==> config.mk <==
export PLATFORM = sky130hd
export DESIGN_NAME = button_conditioner_flat
export DESIGN_NICKNAME = d
export VERILOG_FILES = /design/src/rtl/game_pkg.sv /design/src/rtl/button_conditioner_if.sv /design/src/rtl/debounce_channel.sv /design/src/rtl/button_conditioner.sv /design/src/flat_wrapper.sv
export SDC_FILE = /design/constraint.sdc
export NUM_CORES = 1
export LEC_CHECK = 0
export CAP_MARGIN = 20
export CORE_MARGIN = 1
export CORE_UTILIZATION = 30
export DETAILED_ROUTE_END_ITERATION = 7
export PLACE_DENSITY_LB_ADDON = 0.25
export REMOVE_ABC_BUFFERS = 1
export SKIP_CTS_REPAIR_TIMING = 1
export SLEW_MARGIN = 30
export SYNTH_ARGS = -nofsm -noshare
export SYNTH_HDL_FRONTEND = slang
export SYNTH_HIERARCHICAL = 1
export SYNTH_SLANG_ARGS = --single-unit
==> constraint.sdc <==
create_clock -name clk -period 2.2 [get_ports clk]
set_input_delay 0.22 -clock clk [delete_from_list [all_inputs] [get_ports clk]]
set_output_delay 0.22 -clock clk [all_outputs]
set_load 0.02 [all_outputs]
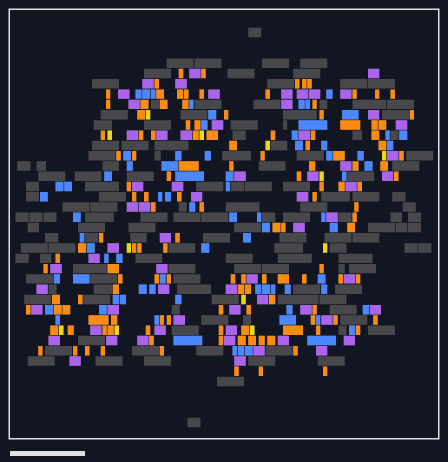
**Above:** run 1 (gate-type map).
Bar = 20 um.
- blue: NAND gates (cells 76; most used nand3_1)
- orange: NOR gates (cells 132; most used nor2_1)
- yellow: inverters (cells 12; most used inv_1)
- purple: XOR/XNOR gates (cells 64; most used xnor2_1)
Top cell excl fill/tap: nor2_1
Finished Layout Cells: 594
combinational share of cell area: 0.445

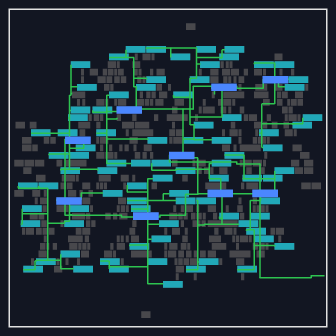
**Above:** run 1 (clock wires, drivers and flops).
- blue: cells driving clock nets (count 9)
- green: clock wires (length 1100 um)
- cyan: flip-flops (count 84)
- routed clock nets: 10
- flops lie: widely spread
Skew-Pair Late Insertion Delay: 0.33 ns
clock share of power: 0.491
Clock Power: 1.52 mW
Clock Skew: 0.00633 ns

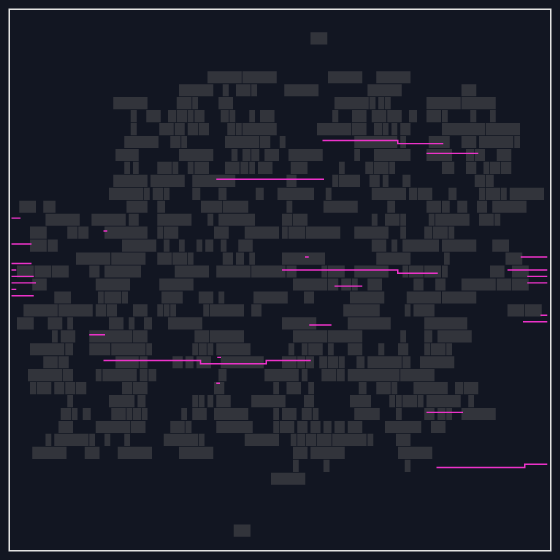
**Above:** run 1 (M3 wires).
Cells faint in the background.
- wire length on this layer: 233 um
- longest straight run: 24.2 um
vias post-DR: 2702
final wirelength: 6.83 mm
GRT met3 Usage: 0.0399

==> flow_summary.toml, run 1 <==
# implementation run metrics
[sta]
final.setup.tns_ns = 0
finalMaxSlewViolations = 0
fmax_mhz = 533
max_slew_margin = 0.656

[routing]
drt-initial-drc-count = 100

[grt]
grt_pass1_wl_mm = 12.2
grt_max_degree = 21

[finish]
fillers = 1235
lay_top_cells = "nor2_1, dfxtp_1, xnor2_1"
seqCellArea_um2 = 1680

[hold_path]
hold_depth = 1
hp-class = "flip-flop to flip-flop"

[clocking]
root_buffer = "clkbuf_16"

[synthesis]
syn_avg_cell_area_um2 = 9.31
yosys_area_um2 = 3720

[critical_path]
rr_worst_depth = 4
r2r_slack_ns = 0.56

[die]
core_um2 = 12100
fp.dieH_um = 113

[outcome]
run_status = "finished, final reports clean"

[placement]
place.gp.congestion = 0.751
io_buffers = 17
[run 1: critical path: stages, from the launching register on]
cell and delay, ns:
dfxtp_1 0.52, and2b_2 0.26, clkdlybuf4s50_1 0.53
[run 1: kinds of logic (layout without fill, tap and decap cells)]
kind of cell | after synthesis | after routing | share of synthesized area
AND-OR/OR-AND | 4 | 4 | 0.0228
AND/OR/NAND/NOR | 220 | 220 | 0.323
multiplexers | 4 | 4 | 0.0108
XOR/XNOR | 64 | 64 | 0.151
adder cells (fa/ha/maj) | 4 | 4 | 0.0134
buffers and inverters | 20 | 46 | 0.0282
flip-flops | 84 | 84 | 0.452
[run 1: final cells by class]
class	count	area share
clock buffers	12	0.0589
clock inverters	4	0.0109
inverters	12	0.0103
multi-input cells	296	0.445
flip-flops and latches	84	0.386
well taps	168	0.0483
repair buffers	18	0.0408
[run 1: cell usage after synthesis (8+ instances only)]
master / count / share of area
nor2_1: 88 / 0.089
nor3_1: 16 / 0.022
nand4_1: 12 / 0.020
xor2_1: 12 / 0.028
nor4_1: 20 / 0.034
xnor2_1: 52 / 0.12
and3_1: 8 / 0.013
nand3_1: 28 / 0.038
dfxtp_1: 84 / 0.45
nand2_1: 16 / 0.016
nand2b_1: 12 / 0.020
inv_1: 12 / 0.012
[run 1: layer usage]
metal	up-vias	GRT usage	share of wire
met5	-	0	0
met4	0	0.0447	0.015
met3	13	0.0399	0.034
met2	31	0.189	0.43
met1	1250	0.153	0.52
li1	1408	-	-
[run 1: report_power, final]
group / total, mW / internal [mW] / leakage (nW) / switching [mW]
clock network: 1.52 / 0.937 / 0.149 / 0.587
logic: 0.0436 / 0.0195 / 0.551 / 0.0241
registers: 1.53 / 1.53 / 0.679 / 0.00474
total: 3.10 / 2.49 / 1.38 / 0.616
**Run 1: sizing map**

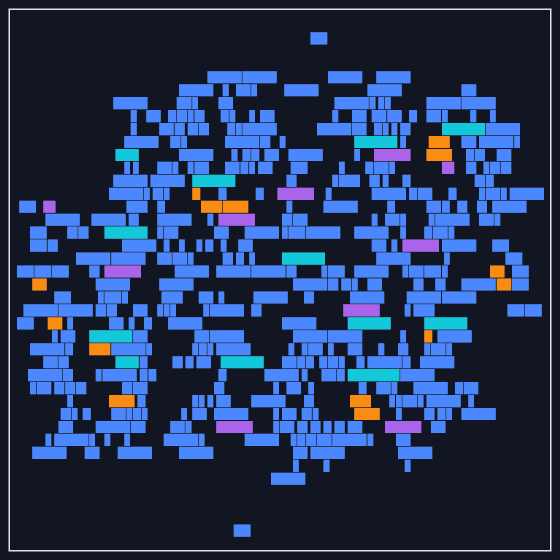

--- run 2 (diff from run 1) ---
CORE_MARGIN = 2   (was 1)
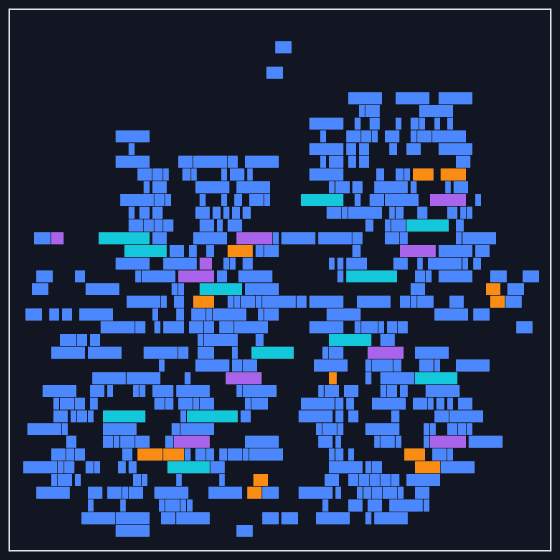
**Above:** run 2 (sizing map).
- cyan: drive 6 and up (cells 12; share 2.8%; most used clkbuf_16)
- purple: drive 3 to 4 (cells 10; share 2.4%)
- orange: drive 2 (cells 13; share 3.1%)
- blue: drive 1 or less (cells 389; share 92%; most used nor2_1)
Post-Layout Inst Area: 4380 um^2
slack of the critical path: 0.368 ns

==> flow_summary.toml, run 2 <==
# implementation run metrics
[finish]
layout_top_cell = "nor2_1"
fin_cells = 592
fillers = 1225
seqCellArea_um2 = 1680

[routing]
num_vias = 2658
drt-initial-drc-count = 137
totalWireLength_mm = 7.08

[power_and_ir_drop]
power.share.sequential = 0.474
switching_share = 0.185
pwr-share-comb = 0.013
clkPwrFrac = 0.513

[die]
fp.dieH_um = 115
fp.dieW_um = 115
pin_count = 18
core_um2 = 12100

[critical_path]
cp_slowest_cell = "clkdlybuf4s50_1"
path_buffers = 1
worst_path_dominant_cell_family = "buffers and inverters"
crit_chain = "and2b_2, clkdlybuf4s50_1"
path_depth = 2
r2r_slack_ns = 0.54
critPathMaxStageDelay_ns = 0.53
rr_worst_depth = 4

[hold_path]
hp-class = "flip-flop to flip-flop"
hold_depth = 1

[flow_run]
warning_count = 25

[synthesis]
top_cell = "nor2_1"
synthTopCellsByArea = "dfxtp_1, xnor2_1, nor2_1, nand3_1, nor4_1"
yosys.cell_types.count = 22
netlist_top_cells_count = "nor2_1, dfxtp_1, xnor2_1, nand3_1, nor4_1"
top_area_frac = 0.452
top_area_cell = "dfxtp_1"
syn_avg_cell_area_um2 = 9.31

[outcome]
run_status = "finished, final reports clean"

[clocking]
clock.latency.late_pin_ns = 0.33
tritoncts = "yes"
root_buffer = "clkbuf_16"

[sta]
fmax_mhz = 546
final.setup.tns_ns = 0
finalMaxSlewViolations = 0
max_slew_margin = 0.662
setup_viol = 0
fin_worst_skew_ns = 0.00534

[grt]
grt_pass1_wl_mm = 12.0
grt_max_degree = 21

[placement]
place.gp.congestion = 0.752
io_buffers = 17
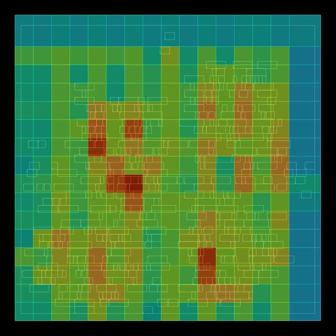
**Above:** run 2 (routing congestion).
met2 Track Usage GR: 0.181
GRT met3 Usage: 0.0361

[run 2: power by group through the flow]
stage	Combinational, mW	Sequential (mW)	Clock (mW)
5_1_grt	0.0478	1.54	1.78
4_1_cts	0.0445	1.53	1.72
3_5_place_dp	0.0443	1.57	0
6_report	0.0437	1.54	1.66
2_1_floorplan	0.0217	1.57	0
3_3_place_gp	0.0440	1.57	0
[run 2: routing by layer]
layer,vias up,track usage,share of wire
li1,1406,-,-
met1,1210,0.145,0.49
met2,29,0.181,0.46
met3,13,0.0361,0.033
met4,0,0.0506,0.018
met5,-,0,0
[run 2: cell families after synthesis]
logic type               after synthesis  synth area share
buffers and inverters                 20            0.0282
multiplexers                           4            0.0108
flip-flops                            84             0.452
AND-OR/OR-AND                          4            0.0228
adder cells (fa/ha/maj)                4            0.0134
AND/OR/NAND/NOR                      220             0.323
XOR/XNOR                              64             0.151
[run 2: final cells by class]
class / instances / area share
well taps: 168 / 0.0480
flip-flops and latches: 84 / 0.384
multi-input cells: 296 / 0.442
clock inverters: 5 / 0.0234
clock buffers: 9 / 0.0514
inverters: 12 / 0.0103
repair buffers: 18 / 0.0406
[run 2: metrics by stage]
stage           util  worst slack [ns]  cell area, um^2
3_3_place_gp   0.336             0.498             4050
4_1_cts        0.363             0.333             4380
5_1_grt        0.363             0.282             4380
3_5_place_dp   0.336             0.535             4050
2_1_floorplan      -             0.828             3660
6_report       0.363             0.368             4380
Power is estimated from default activity; no workload was simulated.
